==> config.mk <==
export PLATFORM = sky130hd
export DESIGN_NAME = blink_sequencer
export DESIGN_NICKNAME = d
export VERILOG_FILES = /design/src/rtl/blink_sequencer.sv
export SDC_FILE = /design/constraint.sdc
export NUM_CORES = 1
export LEC_CHECK = 0
export CORE_UTILIZATION = 54
export CTS_CLUSTER_DIAMETER = 200
export CTS_CLUSTER_SIZE = 20
export DETAILED_ROUTE_END_ITERATION = 7
export PLACE_DENSITY = 0.83
export REMOVE_ABC_BUFFERS = 1
export SLEW_MARGIN = 20
export SYNTH_ARGS = -nofsm -noshare
export SYNTH_HDL_FRONTEND = slang
export SYNTH_SLANG_ARGS = --single-unit
==> constraint.sdc <==
create_clock -name clk_i -period 2.8 [get_ports clk_i]
set_input_delay 0.42 -clock clk_i [delete_from_list [all_inputs] [get_ports clk_i]]
set_output_delay 0.42 -clock clk_i [all_outputs]
set_load 0.03 [all_outputs]
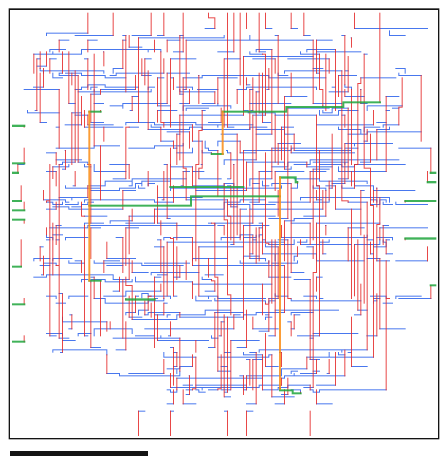
*Signal wires by layer, run 1*
The bar under the picture is 20 µm long.
[red] M2 | wire length: 1800 µm
[blue] M1 | wire length: 1810 µm
[green] M3 | wire length: 103 µm
[orange] M4 | wire length: 61.2 µm
final WL: 3773 µm
Vias: 1623
all-layer global routing usage: 21.86%
WL/cell: 12.17 µm

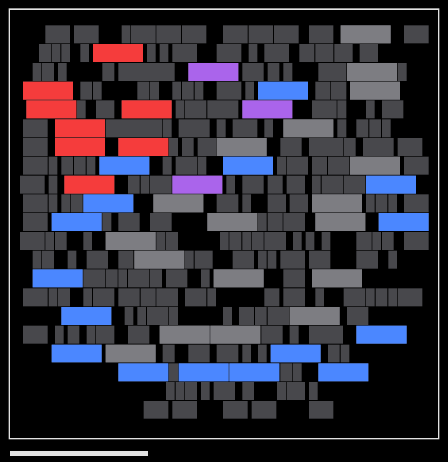
*Sequential cells grouped by signal name, run 1*
The bar under the picture is 20 µm long. Other sequential cells in the stronger grey, the rest of the logic in the fainter grey.
[purple] `bit_idx_o` | placed flops: 3
[red] `pat_q` | placed flops: 8 | where: upper left
[blue] `div_q` | placed flops: 16
not coloured: 18
total area of sequential cells: 900.9 µm²
sequential cell area share: 37.58%

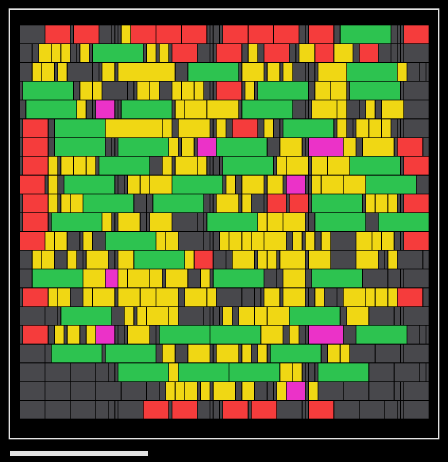
*Cells coloured by class, run 1*
The bar under the picture is 20 µm long. Fill, decap, tap and diode cells in grey.
[magenta] clock drivers and dummy loads | cells: 8 | share of their area: 3.0%
[red] remaining buffers and delay cells | cells: 39 | share of their area: 16%
[green] sequential cells | cells: 45 | share of their area: 39%
[yellow] remaining logic cells | cells: 172 | share of their area: 42%
Final Util: 70.73%
FP Rows: 21
final instance area: 0.002397 mm²

==> out/results.tsv, run 1 <==
stage	metric	value	unit
yosys	logic_family	simple AND/OR/NAND/NOR gates	
yosys	synth-main-ff-cell	dfxtp_1	
yosys	yosys.area.top_type	dfxtp_1	
global_route	grt_pass1_wl	6044	µm
floorplan	die_y	62.01	µm
floorplan	fp_util	57.36	%
run_status	status	finished clean	
route	dr_wl_met2	1803	µm
route	wl_met1	1805	µm
cts	clock-sinks	45	
placement	pre_cts_ws	0.5981	ns
global_route	grt_start_max_net_pins	26	
critical_path	endpoint_kind	primary output	
cells_and_area	syn2layout_area_growth	23.29	%
sta	rsz0062_at_grt	false	
cells_and_area	comb_area	975.9	µm²
yosys	yosys.area.top_type_share	46.33	%
yosys	avgSynthCellArea	8.565	µm²
power_and_ir_drop	total_power	1188	µW
critical_path	max_stage_delay	0.59	ns
critical_path	worst-path-stages	4	
yosys	synthXorXnorAreaFrac	13.96	%
sta	clock_skew	0.007503	ns
sta	setup_viol	0	
yosys	fa_ha_area_share	1.931	%
critical_path	worstPathCellList	mux4_2 -> nand2_1 -> a21oi_1 -> clkdlybuf4s50_1	
yosys	compound_area_share	10.30	%
cts	post_cts_buffers	0	
yosys	yosys-stat-cells	227	
cts	clkLatencyLatePin	0.37	ns
sta	layout_min_cycle_time	2.549	ns
floorplan	core	0.003390	mm²
critical_path	r2r_cells	6	
critical_path	arrival	2.13	ns
global_route	gr-total-overflow	0	
power_and_ir_drop	p_per_area	495.6	mW/mm²
==> run 1: metrics by stage <==
step                      instance area [µm²]  hold WS [ns]  utilization, %
after floorplan                          1892        0.4271               -
after CTS                                2397        0.4651           70.73
after global routing                     2397        0.4877           70.73
after detailed placement                 2327        0.4476           68.66
after global placement                   2327        0.4407           68.66
final                                    2397        0.4622           70.73
==> run 1: cells in the final DEF (no fill, tap or decap), drive strengths merged, types with 5 or more instances in the layout <==
master / count
a21oi: 26
buf: 5
clkbuf: 7
clkdlybuf4s50: 34
dfxtp: 45
nand2: 58
nand4: 6
nor2: 20
xnor2: 19
xor2: 12
==> run 1: cells by family (layout without fill, tap and decap cells) <==
logic type / count (synthesis) / in the layout
AND/OR/NAND/NOR: 97 / 97
flip-flops: 45 / 45
AND-OR/OR-AND: 35 / 35
XOR/XNOR: 31 / 31
buffers and inverters: 14 / 51
adder cells (fa/ha/maj): 3 / 3
multiplexers: 2 / 2
==> run 1: layout make-up <==
type                    instances  share of cell area (%)
multi-input cells             168                   40.71
flip-flops and latches         45                   37.58
repair buffers                 39                   15.76
clock buffers                   7                   2.714
well taps                      46                   2.401
inverters                       4                  0.6263
clock inverters                 1                  0.2088
==> run 1: tightest hold or removal path: cells and delay by family (launching register included) <==
kind | cells | cell delay [ns]
AND-OR/OR-AND | 1 | 0.05
AND/OR/NAND/NOR | 1 | 0.05
flip-flops | 1 | 0.33
==> run 1: metal layers <==
| metal | GRT usage, % | vias to the layer above |
|---|---|---|
| li1 | - | 826 |
| met1 | 27.87 | 764 |
| met2 | 35.41 | 25 |
| met3 | 4.762 | 8 |
| met4 | 9.841 | 0 |
| met5 | 0 | - |
==> run 1: power by group <==
part	total (µW)	switching (µW)	internal [µW]
clock network	352	206	146
registers	683	18.3	665
logic	153	73.2	79.8
total	1190	298	890
--- run 2 (diff from run 1) ---
--- a/config.mk
+++ b/config.mk
@@ -5,11 +5,14 @@
 export SDC_FILE = /design/constraint.sdc
 export NUM_CORES = 1
 export LEC_CHECK = 0
-export CORE_UTILIZATION = 54
+export CAP_MARGIN = 10
+export CELL_PAD_IN_SITES_DETAIL_PLACEMENT = 1
+export CELL_PAD_IN_SITES_GLOBAL_PLACEMENT = 1
+export CORE_UTILIZATION = 40
 export CTS_CLUSTER_DIAMETER = 200
 export CTS_CLUSTER_SIZE = 20
 export DETAILED_ROUTE_END_ITERATION = 7
-export PLACE_DENSITY = 0.83
+export PLACE_DENSITY_LB_ADDON = 0.1
 export REMOVE_ABC_BUFFERS = 1
 export SLEW_MARGIN = 20
 export SYNTH_ARGS = -nofsm -noshare
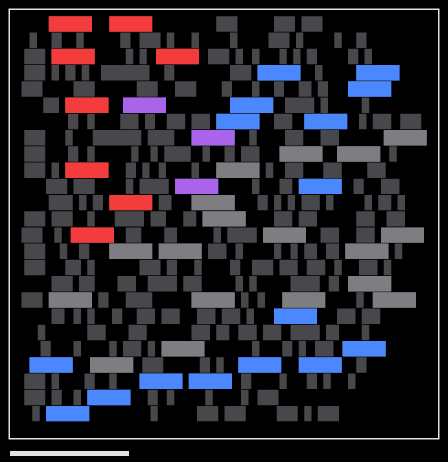
*Sequential cells grouped by signal name, run 2*
The bar under the picture is 20 µm long. Other sequential cells in the stronger grey, the rest of the logic in the fainter grey.
[red] `pat_q` | placed flops: 8 | where: upper left
[blue] `div_q` | placed flops: 16 | where: spread over the die
[purple] `bit_idx_o` | placed flops: 3
not coloured: 18
Final Util: 51.81%
Seq group: 684 µW

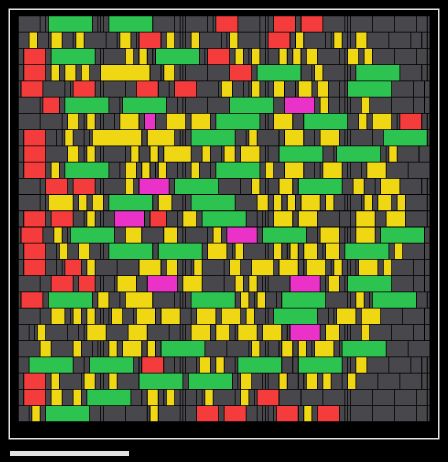
*Cells coloured by class, run 2*
The bar under the picture is 20 µm long. Fill, decap, tap and diode cells in grey.
[yellow] remaining logic cells | cells: 172 | share of their area: 42%
[magenta] clock drivers and dummy loads | cells: 8 | share of their area: 4.3%
[red] remaining buffers and delay cells | cells: 38 | share of their area: 16%
[green] sequential cells | cells: 45 | share of their area: 38%
FP Rows: 25
Core Region: 0.004692 mm²

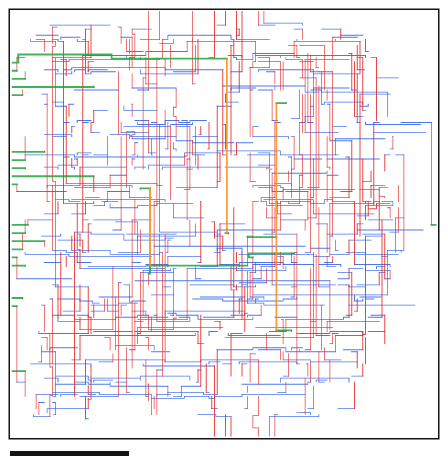
*Signal wires by layer, run 2*
The bar under the picture is 20 µm long.
[green] M3 | wire length: 137 µm
[orange] M4 | wire length: 80.2 µm
[blue] M1 | wire length: 2160 µm
[red] M2 | wire length: 2030 µm
Vias: 1619
final WL: 4401 µm
all-layer global routing usage: 19.33%

==> run 2 against run 1 <==
  * Largest power group unchanged
  * Worst setup slack better by 0.071 ns
  * Synthesized cell count unchanged
  * Utilization down 19 points
  * Combinational power about the same
  * Worst hold slack worse by 0.0057 ns
  * Maximum frequency up 2.9%
  * Die area up 34%
  * Total power up 8.0%
  * Clock power up 26%
  * Global-route usage down 2.5 points
  * Largest cell class unchanged
  * Routed wire length up 17%
  * Non-clock buffer count down 1
==> out/results.tsv, run 2 <==
stage	metric	value	unit	change
run_status	status	finished clean		unchanged
sta	setup_viol	0		unchanged
sta	clock_skew	0.003346	ns	was 0.007503 ns
critical_path	max_stage_delay	0.60	ns	was 0.59 ns
yosys	ys_seq_share	46.33	%	unchanged
critical_path	worst-path-stages	4		unchanged
sta	rsz0062_at_grt	false		unchanged
global_route	grt_pass1_wl	7659	µm	was 6044 µm
cts	post_cts_buffers	0		unchanged
power_and_ir_drop	p_per_area	527.7	mW/mm²	was 495.6 mW/mm²
cells_and_area	fin_area	0.002431	mm²	was 0.002397 mm²
sta	tightest_slew	0.5626	ns	was 0.8475 ns
critical_path	worstPathRequired	2.38	ns	about the same
critical_path	slowest_stage	clkdlybuf4s50_1		unchanged
sta	hold-worst-slack	0.4564	ns	was 0.4622 ns
yosys	yosys-stat-cells	227		unchanged
route	routedWlPerCell	13.88	µm	was 12.17 µm
cells_and_area	diodes	0		unchanged
cells_and_area	nets	297		was 298
yosys	synth-main-ff-cell	dfxtp_1		unchanged
cts	clock-sinks	45		unchanged
global_route	antenna_found_initial	0		unchanged
yosys	edf_count	0		unchanged
critical_path	arrival	2.06	ns	was 2.13 ns
global_route	grt_start_max_net_pins	27		was 26
cts	clkLatencyLatePin	0.30	ns	was 0.37 ns
yosys	yosys_warnings	0		unchanged
yosys	yosys.area.top_type	dfxtp_1		unchanged
yosys	syn_area	0.001944	mm²	unchanged
sta	layout_min_cycle_time	2.477	ns	was 2.549 ns
job	maxCapViolations	0		unchanged
critical_path	endpoint_kind	primary output		unchanged
yosys	top_cells_by_count	58 x nand2_1, 45 x dfxtp_1, 26 x a21oi_1, 20 x nor2_1, 19 x xnor2_1		unchanged
critical_path	r2r_cells	6		unchanged
sta	fin_crit_sh	88.48	%	was 91.02%
cells_and_area	final_cell_mix	58 x nand2_1, 45 x dfxtp_1, 34 x clkdlybuf4s50_1		unchanged
global_route	gr-total-overflow	0		unchanged
floorplan	die_y	71.72	µm	was 62.01 µm
yosys	avgSynthCellArea	8.565	µm²	unchanged
sta	fmax	403.6	MHz	was 392.4 MHz
critical_path	worstPathCellList	mux4_2 -> nand2_1 -> a21oi_1 -> clkdlybuf4s50_1		unchanged
cells_and_area	syn2layout_area_growth	25.03	%	was 23.29%
floorplan	fp_util	41.44	%	was 57.36%
route	final_antenna_net_count	0		unchanged
job	tool_warnings	29		unchanged
cells_and_area	layout_top_cell	nand2_1		unchanged
yosys	yosys.area.top_type_share	46.33	%	unchanged
placement	place_area	0.002330	mm²	was 0.002327 mm²
==> run 2: cell counts after synthesis <==
Identical to the previous run, type by type.
==> run 2: power breakdown <==
part / switching (µW) / total (µW) / leakage (µW) / internal (µW)
clock network: 222 / 445 / 0.0000542 / 223
registers: 19.6 / 684 / 0.000367 / 664
logic: 75.4 / 154 / 0.000426 / 78.8
total: 317 / 1280 / 0.000847 / 966
==> run 2: layout make-up <==
cell class | count | area (µm²) | share of cell area (%)
timing repair buffer | 38 | 370.4 | 15.23
clock inverter | 1 | 5.005 | 0.2059
inverter | 4 | 15.01 | 0.6176
clock buffer | 7 | 96.34 | 3.963
sequential | 45 | 900.9 | 37.06
multi-input combinational | 168 | 975.9 | 40.14
tap | 54 | 67.56 | 2.779
==> run 2: logic make-up (layout without fill, tap and decap cells) <==
family | Yosys count | after routing | synth area share (%)
AND-OR/OR-AND | 35 | 35 | 10.30
XOR/XNOR | 31 | 31 | 13.96
adder cells (fa/ha/maj) | 3 | 3 | 1.931
buffers and inverters | 14 | 50 | 3.475
flip-flops | 45 | 45 | 46.33
multiplexers | 2 | 2 | 2.316
AND/OR/NAND/NOR | 97 | 97 | 21.69
==> run 2: layer usage <==
metal	wire [µm]	vias up	track usage (%)
met5	0	-	0
li1	-	814	-
met1	2156	770	25.35
met2	2028	28	30.50
met4	80	0	9.150
met3	136	7	3.938
==> run 2: through the flow <==
stage	power [µW]	util [%]	setup WS [ns]
after floorplan	771.2	-	0.9349
after global placement	851.2	49.65	0.6122
after detailed placement	855.3	49.65	0.5627
after CTS	1296	51.81	0.2895
after global routing	1340	51.81	0.2132
final	1283	51.81	0.3225
==> run 2: worst reg2reg max path: cells and delay by family, from the launching register on <==
family                 cells  cell delay (ns)
AND-OR/OR-AND              2             0.42
flip-flops                 1             0.36
XOR/XNOR                   1             0.24
buffers and inverters      1             0.26
AND/OR/NAND/NOR            2             0.69
Power and IR drop assume default switching activity.
